### PDN straps and rails

Drawn at 4 px/um. Pins as bars on the die edge. Tap cells in grey.
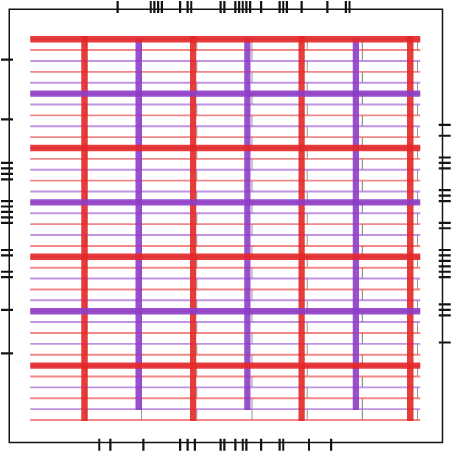
### Placed cells, one colour a class

Drawn at 4 px/um. Fill, decap, tap and diode cells in grey.
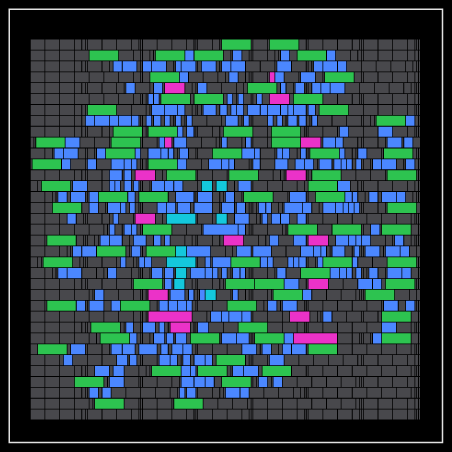
### Clock distribution

Drawn at 3 px/um.
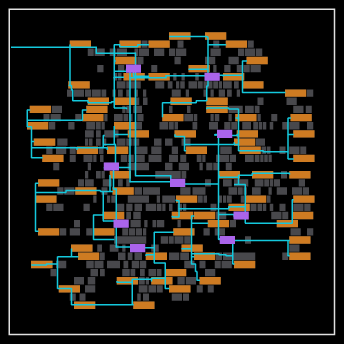
**config.mk**
```make
export PLATFORM = sky130hd
export DESIGN_NAME = seq_normalizer_32
export DESIGN_NICKNAME = d
export VERILOG_FILES = /design/src/rtl/seq_normalizer_32_pkg.sv /design/src/rtl/seq_normalizer_32_norm_detect.sv /design/src/rtl/seq_normalizer_32.sv
export SDC_FILE = /design/constraint.sdc
export NUM_CORES = 1
export LEC_CHECK = 0
export ABC_CLOCK_PERIOD_IN_PS = 2480
export CAP_MARGIN = 15
export CORE_MARGIN = 5
export CORE_UTILIZATION = 39
export DETAILED_ROUTE_END_ITERATION = 8
export DONT_BUFFER_PORTS = 1
export GPL_ROUTABILITY_DRIVEN = 0
export SLEW_MARGIN = 20
export SYNTH_ARGS = -nofsm -noshare
export SYNTH_HDL_FRONTEND = slang
export SYNTH_SLANG_ARGS = --single-unit
```
**constraint.sdc**
```tcl
create_clock -name CLK -period 2.48 [get_ports CLK]
set_input_delay 0.496 -clock CLK [delete_from_list [all_inputs] [get_ports CLK]]
set_output_delay 0.496 -clock CLK [all_outputs]
set_load 0.01 [all_outputs]
```
**src/rtl/seq_normalizer_32_pkg.sv**
```systemverilog
// Shared definitions for the iterative normalizer and the neighbouring shifter stages.
package seq_normalizer_32_pkg;

  localparam int WIDTH = 32;
  localparam int AMT_W = 5;

  // Shift direction encoding consumed by the barrel shifter stages.
  localparam logic SH_DIR_LEFT  = 1'b0;
  localparam logic SH_DIR_RIGHT = 1'b1;

  typedef enum logic [1:0] {
    ST_IDLE,
    ST_SHIFT,
    ST_DONE
  } state_e;

endpackage

```
**src/rtl/seq_normalizer_32_norm_detect.sv**
```systemverilog
// Combinational test of a work word: already normalized, or holding no normalizable bit.
module norm_detect
  import seq_normalizer_32_pkg::*;
(
  input  logic [WIDTH-1:0] word_i,
  input  logic             signedMode_i,
  output logic             isNorm_o,
  output logic             isZero_o
);

  logic allZero;
  logic allOne;

  assign allZero = (word_i == '0);
  assign allOne  = (word_i == '1);

  // In signed mode a word of pure sign bits (0 or -1) can never be normalized.
  assign isZero_o = signedMode_i ? (allZero || allOne) : allZero;
  assign isNorm_o = signedMode_i ? (word_i[WIDTH-1] ^ word_i[WIDTH-2]) : word_i[WIDTH-1];

endmodule

```
**src/rtl/seq_normalizer_32.sv**
```systemverilog
// Iterative left-normalizer: shifts one bit per clock and reports the shift count as SH_AMT.
module seq_normalizer_32
  import seq_normalizer_32_pkg::*;
(
  input  logic             CLK,
  input  logic             RST,
  input  logic             START,
  input  logic             SIGNED_MODE,
  input  logic [WIDTH-1:0] D_IN,
  output logic             BUSY,
  output logic             DONE,
  output logic [WIDTH-1:0] D_OUT,
  output logic [AMT_W-1:0] SH_AMT,
  output logic             ZERO
);

  state_e           state_q, state_d;
  logic [WIDTH-1:0] work_q, work_d;
  logic [AMT_W-1:0] count_q, count_d;
  logic             mode_q, mode_d;
  logic [WIDTH-1:0] dOut_q, dOut_d;
  logic [AMT_W-1:0] shAmt_q, shAmt_d;
  logic             zero_q, zero_d;
  logic             isNorm;
  logic             isZero;

  norm_detect uDetect (
    .word_i       (work_q),
    .signedMode_i (mode_q),
    .isNorm_o     (isNorm),
    .isZero_o     (isZero)
  );

  always_ff @(posedge CLK) begin
    if (RST) begin
      state_q <= ST_IDLE;
      work_q  <= '0;
      count_q <= '0;
      mode_q  <= 1'b0;
      dOut_q  <= '0;
      shAmt_q <= '0;
      zero_q  <= 1'b0;
    end else begin
      state_q <= state_d;
      work_q  <= work_d;
      count_q <= count_d;
      mode_q  <= mode_d;
      dOut_q  <= dOut_d;
      shAmt_q <= shAmt_d;
      zero_q  <= zero_d;
    end
  end

  always_comb begin
    state_d = state_q;
    work_d  = work_q;
    count_d = count_q;
    mode_d  = mode_q;
    dOut_d  = dOut_q;
    shAmt_d = shAmt_q;
    zero_d  = zero_q;

    unique case (state_q)
      ST_IDLE, ST_DONE: begin
        state_d = ST_IDLE;
        if (START) begin
          work_d  = D_IN;
          count_d = '0;
          mode_d  = SIGNED_MODE;
          state_d = ST_SHIFT;
        end
      end
      ST_SHIFT: begin
        // Zero is tested first; only an unshifted operand can reach it, so D_OUT is the operand.
        if (isZero) begin
          dOut_d  = work_q;
          shAmt_d = '0;
          zero_d  = 1'b1;
          state_d = ST_DONE;
        end else if (isNorm) begin
          dOut_d  = work_q;
          shAmt_d = count_q;
          zero_d  = 1'b0;
          state_d = ST_DONE;
        end else begin
          work_d  = {work_q[WIDTH-2:0], 1'b0};
          count_d = count_q + AMT_W'(1);
        end
      end
      default: state_d = ST_IDLE;
    endcase
  end

  assign BUSY   = (state_q == ST_SHIFT);
  assign DONE   = (state_q == ST_DONE);
  assign D_OUT  = dOut_q;
  assign SH_AMT = shAmt_q;
  assign ZERO   = zero_q;

endmodule

```
==> metrics.yaml <==
clocking:
  htreeDepth: 3
  path_clk_slew_ns: 0.08
  postCtsSetupRepairBufs: 0
  cts_buffer_depth: 2
  insertion_delay_ns: 0.35
critical_path:
  startpoint: "work_q[30]"
  path_buffers: 2
  critPathMaxStageDelay_ns: 0.45
  crit_chain: "inv_1 > ha_1 > mux2i_1 > nand2_1 > nand2b_1 > buf_12 > a21oi_1 > a221o_1"
  crit_arrival_ns: 2.52
  path_class: "flop to flop"
  required_ns: 2.72
  reg2reg_from: "work_q[30]"
  cp-end-kind: "flop"
sta:
  fin_setup_tns_ns: 0
  finalCriticalPeriod_ns: 2.29
  setup_viol: 0
  rsz0062_at_grt: "no"
  drv_slew: 0
  slew_headroom: 0.667
  fin_crit_sh: 0.922
  whs_ns: 0.259
synthesis:
  ys_area_um2: 3740
  async_flop_share: 0
  ys_seq_frac: 0.417
  aoi_share: 0.150
  logic_family: "simple AND/OR/NAND/NOR gates"
  ys_warn_count: 0
  synth_area_um2: 3740
  yosys.area_share.adder: 0.0100
  xor_share: 0
  ff_type: "dfxtp_1"
  synth.area.mux_share: 0.104
detailed_routing:
  avgViaCountPerCell: 5.33
  wl_met3_um: 635
  drc_errors: 0
  vias: 2866
  postRouteAntennaNets: 0
  dr.pass1.iters: 4
  wl_met2_um: 4050
  wirelength_um: 8960
  first_iter_violations: 129
grt:
  met2_usage: 0.242
  grt_start_max_net_pins: 91
  grt_pass1_vias: 2885
  busiest_layer: "met2"
finish:
  nNonClkBuffers: 9
  n_all_inverters: 3
  layout_top_cell: "dfxtp_1"
  clock_area_frac: 0.0575
  n_antenna_cell: 0
  largest_cell_class: "logic gates"
  flops: 78
  num-multi-input-gates: 303
hold_path:
  hp-class: "primary input to flop"
power:
  p_per_area_nw_per_um2: 699
  combPwrFrac: 0.120
  sw_frac_of_total: 0.256
  totalPowerFinal_mw: 2.84
  p_leak_nw: 1.50
run:
  cap_violations: 0
  warnings: 27
die:
  fp_util: 0.403
  rows: 35
  io_pins: 76
place:
  numPortBuffers: 0
outcome:
  outcome: "complete, no violations"
## Picture notes: 'PDN straps and rails'
Key: VDD = purple; VSS = red
The core has 35 rows. 7 straps on met4.
Die Span Y: 108 um
Die W: 108 um

## Picture notes: 'Placed cells, one colour a class'
Key: all other logic = blue [cells 306, share of their area 52%]; other buffers and delay cells = cyan [cells 9, share of their area 2.4%]; clock drivers and dummy loads = magenta [cells 16, share of their area 6.0%]; flip-flops = green [cells 78, share of their area 40%]
final instance area: 4070 um^2
Seq area share: 0.384
area of the core: 9280 um^2
final core utilization: 0.438

## Picture notes: 'Clock distribution'
Key: flip-flops = orange [count 78]; cells driving clock nets = purple [count 9]; clock wires = cyan [length 1060 um]
Position of the flops: spread over the die.
clk pwr: 1.11 mW
clock share of power: 0.391
skew final: 0.0104 ns

[worst min-delay path by stage]
stage                    start          to  slack, ns  cells after the start
CTS                        RST  work_q[25]       0.20                      1
global placement    count_q[4]  count_q[4]       0.49                      2
finish                     RST  count_q[2]       0.26                      1
detailed placement   D_OUT[19]   D_OUT[19]       0.51                      2
global route               RST  count_q[1]       0.23                      1
floorplan           count_q[4]  count_q[4]       0.48                      2
[power by group through the flow]
stage	logic [mW]	registers (mW)	clock network [mW]
2_1_floorplan	0.294	1.40	0
3_3_place_gp	0.336	1.42	0
3_5_place_dp	0.343	1.42	0
4_1_cts	0.346	1.39	1.14
5_1_grt	0.381	1.40	1.19
6_report	0.342	1.39	1.11
[what timing repair did]
| action | 4_1_cts | 5_1_grt |
|---|---|---|
| endpoints found under the setup margin | 0 | 29 |
| hold buffers | 0 | 0 |
| gates resized | 0 | 1 |
[per-stage QoR]
step / cell area (um^2) / setup WS, ns / utilization
2_1_floorplan: 3740 / 0.488 / -
3_3_place_gp: 3830 / 0.177 / 0.413
3_5_place_dp: 3830 / 0.159 / 0.413
4_1_cts: 4070 / 0.127 / 0.438
5_1_grt: 4070 / 0.0113 / 0.438
6_report: 4070 / 0.193 / 0.438
[synthesized netlist by cell type, drive strengths merged (3+ instances only)]
cell | n | area share
dfxtp | 78 | 0.42
nand2b | 73 | 0.12
nand2 | 65 | 0.065
mux2i | 39 | 0.10
a21oi | 35 | 0.047
a211o | 27 | 0.063
clkbuf | 17 | 0.017
buf | 16 | 0.031
nand4 | 8 | 0.013
nor4 | 8 | 0.017
nand3 | 5 | 0.0067
o211ai | 5 | 0.010
nand3b | 4 | 0.0080
nor2b | 4 | 0.0067
ha | 3 | 0.010
inv | 3 | 0.0030
nor3 | 3 | 0.0040
o21ai | 3 | 0.0040
or4 | 3 | 0.0060
Power and IR drop assume default switching activity.
